`src/rtl/serial_adder_pkg.sv`:
```
// -----------------------------------------------------------------------------
// serial_adder_pkg
// Shared definitions for the bit-serial adder:
//   state_t   - FSM state encoding (IDLE, RUN, DONE)
//   MAX_WIDTH - largest supported operand width
//   cnt_w()   - bit counter width for a given operand width
// -----------------------------------------------------------------------------
package serial_adder_pkg;

    typedef enum logic [1:0] {
        IDLE = 2'd0,
        RUN  = 2'd1,
        DONE = 2'd2
    } state_t;

    localparam int MAX_WIDTH = 32;

    // The counter must index bits 0..width-1; a 1-bit operand still needs
    // a 1-bit counter so the declaration never collapses to zero width.
    function automatic int cnt_w(input int width);
        return (width <= 1) ? 1 : $clog2(width);
    endfunction

endpackage

```
`src/rtl/serial_adder_fa_bit.sv`:
```
// -----------------------------------------------------------------------------
// fa_bit
// Purely combinational 1-bit full adder.
// Ports:
//   i_a, i_b  - operand bits
//   i_cin     - carry in
//   o_sum     - sum bit
//   o_cout    - carry out
// -----------------------------------------------------------------------------
module fa_bit (
    input  logic i_a,
    input  logic i_b,
    input  logic i_cin,
    output logic o_sum,
    output logic o_cout
);

    assign o_sum  = i_a ^ i_b ^ i_cin;
    assign o_cout = (i_a & i_b) | (i_cin & (i_a ^ i_b));

endmodule

```
`src/rtl/serial_adder.sv`:
```
// -----------------------------------------------------------------------------
// serial_adder
// Bit-serial ripple adder: {cout,sum} = a + b + cin, one bit per clock,
// LSB first, using a single full-adder cell and a registered carry.
//
// Handshakes (both sides): a transfer happens on a rising clk edge where
// valid && ready are both 1. valid never depends on ready. Operands offered
// while in_ready=0 are ignored, not queued. Once out_valid rises, sum/cout
// (and ovf) hold until the result transfer completes.
//
// Parameters:
//   WIDTH        - operand/result width, 1..MAX_WIDTH
// Ports:
//   clk          - rising-edge clock
//   rst_n        - synchronous active-low reset
//   in_valid     - operand set a/b/cin valid
//   in_ready     - block can accept operands (IDLE only)
//   a, b, cin    - operands and carry-in
//   out_valid    - result valid (DONE only)
//   out_ready    - consumer accepts result
//   sum, cout    - result bits and carry out of bit WIDTH-1
//   ovf          - signed overflow (only when SERIAL_ADDER_OVF_EN is defined)
//   o_dbg_state  - current FSM state, for observation
//
// Build option: define SERIAL_ADDER_OVF_EN to add the ovf port and the flop
// that captures the carry into the MSB.
// -----------------------------------------------------------------------------
module serial_adder
    import serial_adder_pkg::*;
#(
    parameter int WIDTH = 8
) (
    input  logic             clk,
    input  logic             rst_n,
    input  logic             in_valid,
    output logic             in_ready,
    input  logic [WIDTH-1:0] a,
    input  logic [WIDTH-1:0] b,
    input  logic             cin,
    output logic             out_valid,
    input  logic             out_ready,
    output logic [WIDTH-1:0] sum,
    output logic             cout,
`ifdef SERIAL_ADDER_OVF_EN
    output logic             ovf,
`endif
    output logic [1:0]       o_dbg_state
);

    localparam int CNT_W = cnt_w(WIDTH);
    localparam logic [CNT_W-1:0] LAST_BIT = CNT_W'(WIDTH - 1);

    if (WIDTH < 1 || WIDTH > MAX_WIDTH) begin : g_width_check
        $error("serial_adder: WIDTH out of range");
    end

    state_t           r_state;
    logic [WIDTH-1:0] r_a;
    logic [WIDTH-1:0] r_b;
    logic [WIDTH-1:0] r_sum;
    logic             r_carry;
    logic [CNT_W-1:0] r_cnt;
`ifdef SERIAL_ADDER_OVF_EN
    logic             r_carry_msb;
`endif

    logic             w_fa_sum;
    logic             w_fa_cout;
    logic             w_last;
    logic [WIDTH-1:0] w_sum_next;

    fa_bit u_fa (
        .i_a    (r_a[0]),
        .i_b    (r_b[0]),
        .i_cin  (r_carry),
        .o_sum  (w_fa_sum),
        .o_cout (w_fa_cout)
    );

    assign w_last = (r_cnt == LAST_BIT);

    // New sum bit enters at the MSB; after WIDTH shifts bit 0 lands at LSB.
    // Written as shift/OR so it also holds for WIDTH=1.
    assign w_sum_next = (r_sum >> 1) | (WIDTH'(w_fa_sum) << (WIDTH - 1));

    always_ff @(posedge clk) begin
        if (!rst_n) begin
            r_state     <= IDLE;
            r_a         <= '0;
            r_b         <= '0;
            r_sum       <= '0;
            r_carry     <= 1'b0;
            r_cnt       <= '0;
`ifdef SERIAL_ADDER_OVF_EN
            r_carry_msb <= 1'b0;
`endif
        end else begin
            case (r_state)
                IDLE: begin
                    if (in_valid) begin
                        r_a     <= a;
                        r_b     <= b;
                        r_carry <= cin;
                        r_cnt   <= '0;
                        r_state <= RUN;
                    end
                end
                RUN: begin
                    r_sum   <= w_sum_next;
                    r_carry <= w_fa_cout;
                    r_a     <= r_a >> 1;
                    r_b     <= r_b >> 1;
                    if (w_last) begin
                        r_state <= DONE;
`ifdef SERIAL_ADDER_OVF_EN
                        // Carry feeding the MSB cell, needed for signed overflow.
                        r_carry_msb <= r_carry;
`endif
                    end else begin
                        // Counter stops at LAST_BIT; it never wraps.
                        r_cnt <= r_cnt + 1'b1;
                    end
                end
                DONE: begin
                    if (out_ready) begin
                        r_state <= IDLE;
                    end
                end
                default: r_state <= IDLE;
            endcase
        end
    end

    // Handshake outputs decode from state only; in_ready is also held low
    // while reset is asserted.
    assign in_ready    = rst_n && (r_state == IDLE);
    assign out_valid   = (r_state == DONE);
    assign sum         = r_sum;
    assign cout        = r_carry;
    assign o_dbg_state = r_state;

`ifdef SERIAL_ADDER_OVF_EN
    // Only meaningful with out_valid; forced low elsewhere so it reads 0
    // after reset and between results.
    assign ovf = (r_state == DONE) && (r_carry_msb ^ r_carry);
`else
    // No overflow output in this build.
`endif

endmodule
```
`config.mk`:
```
export PLATFORM = sky130hd
export DESIGN_NAME = serial_adder
export DESIGN_NICKNAME = d
export VERILOG_FILES = /design/src/rtl/serial_adder_pkg.sv /design/src/rtl/serial_adder_fa_bit.sv /design/src/rtl/serial_adder.sv
export SDC_FILE = /design/constraint.sdc
export NUM_CORES = 1
export LEC_CHECK = 0
export CAP_MARGIN = 20
export CORE_AREA = 2 2 56 58
export CTS_BUF_LIST = sky130_fd_sc_hd__clkbuf_16
export DETAILED_ROUTE_END_ITERATION = 12
export DIE_AREA = 0 0 58 60
export GPL_ROUTABILITY_DRIVEN = 1
export PLACE_DENSITY = 0.8
export SLEW_MARGIN = 20
export SYNTH_ARGS = -nofsm -noshare
export SYNTH_HDL_FRONTEND = slang
export SYNTH_HIERARCHICAL = 1
export SYNTH_SLANG_ARGS = --single-unit
```
`constraint.sdc`:
```
create_clock -name clk -period 2.1 [get_ports clk]
set_clock_uncertainty 0.05 [all_clocks]
set_input_delay 0.21 -clock clk [delete_from_list [all_inputs] [get_ports clk]]
set_output_delay 0.21 -clock clk [all_outputs]
set_load 0.01 [all_outputs]
```
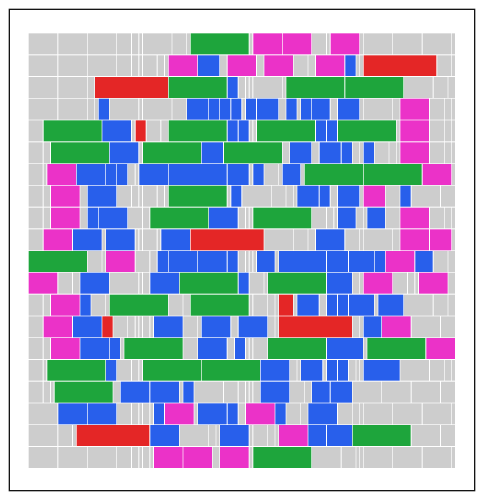
Figure 1: run 1, cell classes on the final placement.
(8 px per um) Fill, decap, tap and diode cells in gray.
color	class	cells	share of their area
magenta	remaining buffers and delay cells	35	19%
blue	remaining logic cells	101	40%
green	registers	30	33%
red	clock drivers and dummy loads	8	7.6%
Final Core Density: 63.5%
core area: 0.00290 mm^2
FP Rows: 20

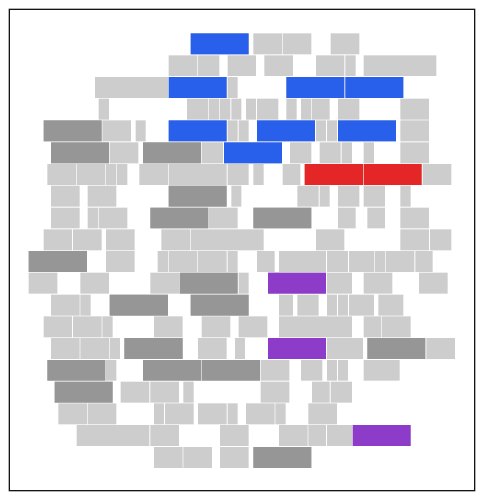
Figure 2: run 1, sequential cells grouped by signal name.
(8 px per um)
color	name in the netlist	placed flops
purple	`r_cnt`	3
red	`o_dbg_state`	2
blue	`sum`	8
flop share of the area: 32.6%
register area: 601 um^2
sequential cell power: 628 uW

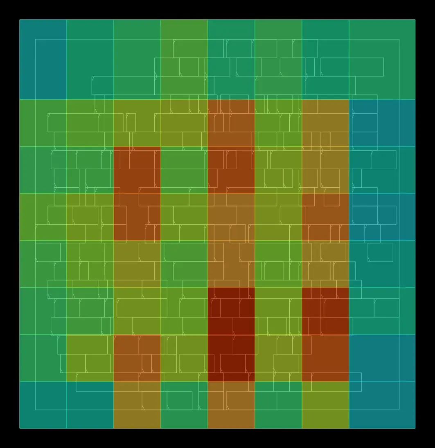
Figure 3: run 1, congestion heat map.
Tot GR Track Use: 18.3%
met2 GRT Util: 31.7%
routed len/inst: 13.5 um

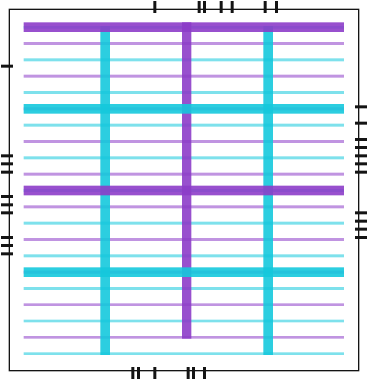
Figure 4: run 1, floorplan with the power grid.
(6 px per um) Pins as bars on the die edge.
color	net
purple	VDD
cyan	VSS
met5 straps	4
rows	20
met4 straps	3
met1 rails	21
Die W: 58 um
DIE HEIGHT: 60 um
VDD IR max: 0.610 mV

==> impl_metrics.csv, run 1 <==
group,metric,value,unit
route,vias,1120,
cts,clkTransAtPathRegs,0.05,ns
final_timing,setup_viol,0,
critical_path,end_kind,"output pin",
placed_design,io_buffer_count,33,
synth,ys_warn_count,6,
route,drt-total-wl,2800,um
worst_hold_path,hold_class,"flip-flop to flip-flop",
power,comb_power,186,uW
power,switching_share,23.0,%
layout,num_antenna_cells,0,
synth,ys_top_cells_by_count,"nand2_1, dfxtp_1, mux2i_1",
synth,synth_async_sr_flop_share,0,%
floorplan,ios,34,
synth,synth.cellmix.compoundShare,21.5,%
route,drc,0,
synth,ys_sh_simple,14.2,%
floorplan,fp_util,48.9,%
synth,top_cell,"nand2_1",
critical_path,start_kind,"flip-flop",
route,vias_per_cell,5.41,
critical_path,crit_required,1.84,ns
synth,syn_inst,143,
power,power_switching,339,uW
final_timing,hold_violations,0,
critical_path,worstRegToRegCells,4,
layout,syn_to_final_growth,30.0,%
cts,cts_resized,0,
synth,ys_cells,143,
cts,numCtsBuffers,5,
cts,hold_buffers,0,
floorplan,chip_area,0.00348,mm^2
job,warning_count,26,
synth,edf_count,0,
synth,ys_ff,30,
synth,yosys-top-cells-area,"dfxtp_1, mux2i_1, o211a_1, nand2_1, buf_6",
cts,cts.path.max_buffers,2,
power,power_frac_seq,42.5,%
critical_path,worst-r2r-setup-slack,0.45,ns
job,cap_violations,0,
power,intPower,1140,uW
critical_path,startpoint,"o_dbg_state[1]",
final_timing,layout_setup_ws,0.297,ns
critical_path,cp_max_fo,10,
synth,ys_seq_share,42.3,%
synth,synth-adder-area-share,3.17,%
placed_design,dpl_cell_area,0.00171,mm^2
critical_path,arrival,1.54,ns
critical_path,crit_type,"flip-flop to output pin",
final_timing,rsz0062_at_grt,"false",
cts,cts_sinks,30,
cts,clockRootBuffer,"clkbuf_16",
synth,synthDistinctLibCells,24,
final_timing,fin_tns_setup,0,ns
final_timing,tightest_slew,0.552,ns
synth,synth_area_per_cell,9.92,um^2
final_timing,drv_slew,0,
final_timing,fin_crit,1.80,ns
synth,netlist_area,0.00142,mm^2
global_routing,antenna_found_initial,0,
global_routing,busiest_layer,"met2",
synth,syn_nets,167,
final_timing,max_freq,555,MHz
global_routing,grtUsageMet1,19.1,%
power,pwr-share-comb,12.6,%
global_routing,grt.overflow.total,0,
synth,top_area_share,42.3,%
placed_design,gp_congestion,0.672,
layout,final_area,0.00184,mm^2
final_timing,max_slew_margin,63.1,%
critical_path,worstSetupEndpoint,"in_ready",
power,maxPowerGroup,"the clock network",
power,clock_power,663,uW
worst_hold_path,whs_endpoint,"sum[3]",
synth,yosys-stat-area,0.00142,mm^2
layout,fin_nets,197,
synth,xor_area_share,0,%
synth,ff_type,"dfxtp_1",
power,clockPowerShare,44.9,%
global_routing,grt_pass1_wl,4600,um
cts,postCtsSetupRepairBufs,0,
route,ant_nets,0,
route,first_pass_iters,4,
global_routing,grt_max_degree,31,
placed_design,place_ws,0.473,ns
status,status,"finished clean",
worst_hold_path,holdPathStages,2,
critical_path,crit-reg2reg-launch,"o_dbg_state[0]",
cts,htreeDepth,2,
cts,cts_tree,"done",
critical_path,r2r-end,"sum[2]",
route,drt_iter0_drc,25,
global_routing,grt_pass1_vias,1070,
layout,fillers,256,
power,powerDensity,801,mW/mm^2
synth,synthTopLogicFamily,"AND-OR/OR-AND gates",
worst_hold_path,min_from,"sum[4]",
layout,drive_above_1_share,5.17,%
synth,mux_area_share,11.3,%
global_routing,grt.met3_usage,7.79,%
power,power.leakage,0.000837,uW
placed_design,hpwl,1920,um
final_timing,period_used_share,85.8,%
synth,yosysTopAreaCell,"dfxtp_1",
cts,clk-insertion-delay-late,0.28,ns
[run 1: critical path: stages, from the launching register on]
cell and delay, ns:
dfxtp_1 0.39, nor2_1 0.20, and2_1 0.15, clkdlybuf4s50_1 0.53
[run 1: final cells by class]
cell class              count  area, um^2  area share, %
inverters                   2        7.51          0.407
clock buffers               5         125           6.78
flip-flops and latches     30         601           32.6
well taps                  33        41.3           2.24
clock inverters             3        12.5          0.678
multi-input cells          99         712           38.6
repair buffers             35         345           18.7
[run 1: cell usage in the layout, fill, tap and decap left out]
cell type,Yosys,layout
a21boi_0,4,4
a21boi_1,7,7
a22oi_1,1,1
a31oi_1,1,1
a32oi_1,4,4
and2_1,2,2
buf_4,2,2
clkbuf_16,0,5
clkdlybuf4s50_1,0,33
clkinv_1,0,1
clkinv_2,0,1
dfxtp_1,30,30
fa_1,1,1
ha_1,2,2
inv_1,2,3
mux2i_1,16,16
nand2_1,34,34
nand2b_1,1,1
nor2_1,2,2
nor2b_1,5,5
nor3b_1,1,1
nor4b_1,1,1
o211a_1,15,15
o21ba_4,1,1
o21bai_1,1,1
[run 1: layer usage]
metal | vias to the layer above | wire (um)
li1 | 557 | -
met5 | - | 0
met3 | 4 | 180
met4 | 0 | 37
met2 | 29 | 1410
met1 | 530 | 1170
[run 1: sequential cells by signal, indices dropped and copies added, names as in the netlist]
register / cells
cout: 1
r_b: 8
o_dbg_state: 2
r_cnt: 3
r_a: 8
sum: 8
[run 1: per-stage QoR]
stage	cells	power, uW	utilization, %	hold slack (ns)
6_report	207	1480	63.5	0.414
5_1_grt	207	1540	63.5	0.429
4_1_cts	207	1500	63.5	0.418
3_5_place_dp	199	827	58.8	0.412
3_3_place_gp	199	818	58.8	0.401
2_1_floorplan	143	766	-	0.326
==> run 1 -> run 2 <==
- SKIP_LAST_GASP: unset -> 1
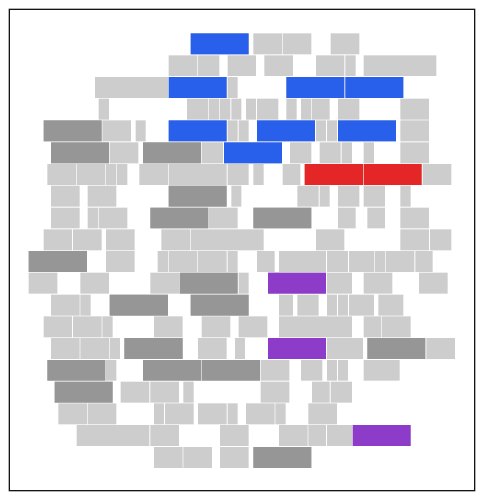
Figure 5: run 2, sequential cells grouped by signal name.
(8 px per um)
color	name in the netlist	placed flops
red	`o_dbg_state`	2
blue	`sum`	8
purple	`r_cnt`	3
not colored	17

==> run 2 against run 1 <==
Synthesized cell count is the same. Sequential power is essentially flat. Non-clock buffer count is the same. Die size is the same. Critical endpoint unchanged. Largest cell class unchanged.
==> impl_metrics.csv, run 2 <==
group,metric,value,unit
final_timing,fin_tns_setup,0,ns
floorplan,dieWidth,58,um
critical_path,crit_required,1.84,ns
floorplan,chip_area,0.00348,mm^2
power,pwr-share-comb,12.6,%
global_routing,grt_pass1_wl,4600,um
final_timing,hold_violations,0,
synth,syn_inst,143,
power,ir_worst_vdd,0.610,mV
cts,cts_resized,0,
worst_hold_path,hold_class,"flip-flop to flip-flop",
cts,cts.path.max_buffers,2,
synth,top_area_share,42.3,%
global_routing,grt.overflow.total,0,
synth,ys_cells,143,
route,drc,0,
cts,clk-insertion-delay-late,0.28,ns
layout,lay_top_cells,"nand2_1, clkdlybuf4s50_1, dfxtp_1",
final_timing,max_slew_margin,63.1,%
critical_path,arrival,1.54,ns
cts,cts_tree,"done",
cts,postCtsSetupRepairBufs,0,
final_timing,max_freq,555,MHz
power,power_frac_seq,42.5,%
route,route.detailed.wl_per_inst,13.5,um
cts,cts_sinks,30,
cts,numCtsBuffers,5,
power,p_seq,628,uW
power,powerDensity,801,mW/mm^2
synth,top_cell,"nand2_1",
global_routing,grt_max_degree,31,
final_timing,setup_viol,0,
floorplan,ios,34,
power,power_switching,339,uW
floorplan,fp_util,48.9,%
job,cap_violations,0,
final_timing,drv_slew,0,
route,vias,1120,
synth,ff_type,"dfxtp_1",
route,drt-total-wl,2800,um
route,vias_per_cell,5.41,
global_routing,track_usage,18.3,%
cts,htreeDepth,2,
layout,syn_to_final_growth,30.0,%
power,intPower,1140,uW
floorplan,rows,20,
status,status,"finished clean",
global_routing,antenna_found_initial,0,
critical_path,cp_max_fo,10,
final_timing,period_used_share,85.8,%
critical_path,end_kind,"output pin",
final_timing,tightest_slew,0.552,ns
synth,netlist_area,0.00142,mm^2
synth,ys_warn_count,6,
power,clockPowerShare,44.9,%
placed_design,io_buffer_count,33,
synth,edf_count,0,
power,clock_power,663,uW
synth,synth_area_per_cell,9.92,um^2
synth,synthDistinctLibCells,24,
route,drt_iter0_drc,25,
power,power.leakage,0.000837,uW
cts,clkTransAtPathRegs,0.05,ns
layout,num_antenna_cells,0,
job,warning_count,26,
layout,lay_top_count,"nand2_1",
synth,synth_async_sr_flop_share,0,%
power,switching_share,23.0,%
final_timing,rsz0062_at_grt,"false",
synth,ys_ff,30,
final_timing,fin_crit,1.80,ns
critical_path,start_kind,"flip-flop",
power,maxPowerGroup,"the clock network",
synth,ys_seq_share,42.3,%
placed_design,hpwl,1920,um
route,first_pass_iters,4,
placed_design,gp_congestion,0.672,
power,comb_power,186,uW
layout,drive_above_1_share,5.17,%
synth,yosys-top-cells-area,"dfxtp_1, mux2i_1, o211a_1, nand2_1, buf_6",
cts,hold_buffers,0,
critical_path,crit_type,"flip-flop to output pin",
synth,yosys-stat-area,0.00142,mm^2
layout,fillers,256,
floorplan,die_h,60,um
layout,fin_nets,197,
final_timing,hold_ws,0.414,ns
cts,clockRootBuffer,"clkbuf_16",
global_routing,grt_pass1_vias,1070,
synth,syn_nets,167,
route,ant_nets,0,
synth,yosysTopAreaCell,"dfxtp_1",
floorplan,core,0.00290,mm^2
synth,ys_top_cells_by_count,"nand2_1, dfxtp_1, mux2i_1",
-- run 2: cells by family after synthesis --
logic type                 count (synthesis)  share of synthesized area [%]
AOI/OAI and AO/OA                         34                           21.5
muxes                                     16                           11.3
buffers and inverters                     14                           7.49
adders and majority gates                  3                           3.17
and+or+nand+nor                           46                           14.2
DFF                                       30                           42.3
-- run 2: worst paths after layout --
check	start	endpoint	slack (ns)	cells after the start
setup / recovery	o_dbg_state[1]	in_ready	0.30	3
hold / removal	sum[4]	sum[3]	0.41	2
setup reg to reg	o_dbg_state[0]	sum[2]	0.45	4
hold reg to reg	sum[4]	sum[3]	0.41	2
-- run 2: per-layer routing --
metal	vias to the layer above	GRT usage (%)	share of wire, %
met5	-	0	0
li1	557	-	-
met1	530	19.1	42
met4	0	8.97	1.3
met2	29	31.7	50
met3	4	7.79	6.4
-- run 2: stage by stage --
| stage | total power (uW) | utilization, % | worst slack [ns] | instance area, um^2 | instances |
|---|---|---|---|---|---|
| after floorplan | 766 | - | 0.830 | 1420 | 143 |
| after global placement | 818 | 58.8 | 0.514 | 1710 | 199 |
| after detailed placement | 827 | 58.8 | 0.473 | 1710 | 199 |
| after CTS | 1500 | 63.5 | 0.273 | 1840 | 207 |
| after global routing | 1540 | 63.5 | 0.180 | 1840 | 207 |
| final | 1480 | 63.5 | 0.297 | 1840 | 207 |
-- run 2: worst max-delay path, cell delays in order, from the launching register on --
cell and delay (ns):
dfxtp_1 0.39, nor2_1 0.20, and2_1 0.15, clkdlybuf4s50_1 0.53
-- run 2: final cells by class --
cell class	instances	area, um^2	area share (%)
timing repair buffer	35	345	18.7
clock buffer	5	125	6.78
inverter	2	7.51	0.407
clock inverter	3	12.5	0.678
sequential	30	601	32.6
tap	33	41.3	2.24
multi-input combinational	99	712	38.6
==> run 2 -> run 3 <==
- CAP_MARGIN: 20 -> 5
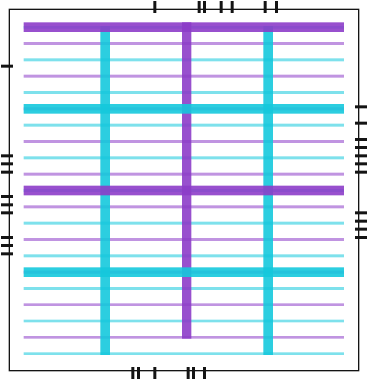
Figure 6: run 3, floorplan with the power grid.
(6 px per um) Pins as bars on the die edge.
color	net
purple	VDD
cyan	VSS
rows	20
met4 straps	3
met5 straps	4
signal pins	34

==> run 3 against run 2 <==
Final cell count is the same. Global-route usage is the same. Largest cell class unchanged. Register-to-register slack is essentially flat. Utilization is the same. Largest power group unchanged. Sequential share of layout area is the same. Area after synthesis is the same.
==> impl_metrics.csv, run 3 <==
group,metric,value,unit
floorplan,chip_area,0.00348,mm^2
critical_path,crit_required,1.84,ns
cts,numCtsBuffers,5,
critical_path,end_kind,"output pin",
power,powerDensity,801,mW/mm^2
final_timing,drv_slew,0,
placed_design,hpwl,1920,um
critical_path,crit_type,"flip-flop to output pin",
placed_design,placedCellCount,199,
cts,cts_resized,0,
cts,cts.path.max_buffers,2,
synth,ys_ff,30,
power,power_frac_seq,42.5,%
synth,netlist_area,0.00142,mm^2
placed_design,io_buffer_count,33,
layout,lay_top_cells,"nand2_1, clkdlybuf4s50_1, dfxtp_1",
cts,cts_sinks,30,
synth,synth_area_per_cell,9.92,um^2
layout,drive_above_1_share,5.17,%
route,drt_iter0_drc,25,
final_timing,hold_violations,0,
cts,htreeDepth,2,
synth,syn_inst,143,
route,route.detailed.wl_per_inst,13.5,um
floorplan,rows,20,
floorplan,ios,34,
job,warning_count,26,
critical_path,cp_max_fo,10,
synth,ys_warn_count,6,
synth,yosys-stat-area,0.00142,mm^2
final_timing,max_freq,555,MHz
layout,final_util,63.5,%
synth,edf_count,0,
route,first_pass_iters,4,
synth,synthDistinctLibCells,24,
final_timing,rsz0062_at_grt,"false",
power,clockPowerShare,44.9,%
route,ant_nets,0,
layout,syn_to_final_growth,30.0,%
cts,hold_buffers,0,
cts,cts_tree,"done",
final_timing,fin_crit,1.80,ns
synth,ys_cells,143,
layout,lay_top_count,"nand2_1",
synth,yosys-top-cells-area,"dfxtp_1, mux2i_1, o211a_1, nand2_1, buf_6",
power,intPower,1140,uW
synth,top_cell,"nand2_1",
synth,ff_type,"dfxtp_1",
route,drc,0,
power,switching_share,23.0,%
worst_hold_path,whs_endpoint,"sum[3]",
global_routing,grt_pass1_wl,4600,um
layout,num_antenna_cells,0,
route,drt-total-wl,2800,um
power,power.leakage,0.000837,uW
floorplan,dieWidth,58,um
power,power_switching,339,uW
critical_path,worstSetupEndpoint,"in_ready",
final_timing,period_used_share,85.8,%
layout,fillers,256,
cts,postCtsSetupRepairBufs,0,
power,ir_worst_vdd,0.610,mV
route,vias,1120,
final_timing,setup_viol,0,
synth,ys_seq_share,42.3,%
status,status,"finished clean",
global_routing,antenna_found_initial,0,
placed_design,gp_congestion,0.672,
cts,clk-insertion-delay-late,0.28,ns
power,pwr-share-comb,12.6,%
final_timing,max_slew_margin,63.1,%
critical_path,worst-r2r-setup-slack,0.45,ns
final_timing,fin_tns_setup,0,ns
worst_hold_path,min_from,"sum[4]",
synth,top_area_share,42.3,%
synth,yosysTopAreaCell,"dfxtp_1",
job,cap_violations,0,
synth,synth_async_sr_flop_share,0,%
global_routing,grt_max_degree,31,
cts,clkTransAtPathRegs,0.05,ns
route,vias_per_cell,5.41,
final_timing,tightest_slew,0.552,ns
cts,clockRootBuffer,"clkbuf_16",
worst_hold_path,holdPathStages,2,
global_routing,grt.overflow.total,0,
worst_hold_path,hold_class,"flip-flop to flip-flop",
floorplan,core,0.00290,mm^2
critical_path,arrival,1.54,ns
synth,ys_top_cells_by_count,"nand2_1, dfxtp_1, mux2i_1",
critical_path,startpoint,"o_dbg_state[1]",
global_routing,track_usage,18.3,%
critical_path,r2r-end,"sum[2]",
layout,final_cells,207,
floorplan,die_h,60,um
critical_path,start_kind,"flip-flop",
layout,fin_nets,197,
floorplan,fp_util,48.9,%
synth,syn_nets,167,
global_routing,grt_pass1_vias,1070,
critical_path,worstRegToRegCells,4,
critical_path,crit-reg2reg-launch,"o_dbg_state[0]",
## run 3: cell counts after synthesis
Identical to the previous run, type by type.
## run 3: cell type report
type / count / area (um^2) / share of cell area, %
inverters: 2 / 7.51 / 0.407
clock buffers: 5 / 125 / 6.78
repair buffers: 35 / 345 / 18.7
flip-flops and latches: 30 / 601 / 32.6
multi-input cells: 99 / 712 / 38.6
well taps: 33 / 41.3 / 2.24
clock inverters: 3 / 12.5 / 0.678
## run 3: cells by family after synthesis
group	share of synthesized area (%)
and+or+nand+nor	14.2
AOI/OAI and AO/OA	21.5
DFF	42.3
muxes	11.3
buffers and inverters	7.49
adders and majority gates	3.17
## run 3: routing by layer
layer  vias up  wire, um  GRT usage, %
li1        557         -             -
met2        29      1410          31.7
met5         -         0             0
met4         0        37          8.97
met1       530      1170          19.1
met3         4       180          7.79
## run 3: stage by stage
stage	worst slack, ns	hold slack, ns	total power [uW]	area [um^2]
floorplan	0.830	0.326	766	1420
global placement	0.514	0.401	818	1710
detailed placement	0.473	0.412	827	1710
CTS	0.273	0.418	1500	1840
global route	0.180	0.429	1540	1840
finish	0.297	0.414	1480	1840
## run 3: power by group through the flow
| stage | sequential (uW) | combinational, uW | clock [uW] |
|---|---|---|---|
| final | 628 | 186 | 663 |
| after global routing | 631 | 207 | 702 |
| after CTS | 628 | 188 | 679 |
| after detailed placement | 639 | 187 | 0 |
| after global placement | 637 | 181 | 0 |
| after floorplan | 636 | 130 | 0 |
## run 3: worst max-delay path, stage by stage, from the launching register on
cell and delay (ns):
dfxtp_1 0.39, nor2_1 0.20, and2_1 0.15, clkdlybuf4s50_1 0.53
Power is estimated from default activity; no workload was simulated.
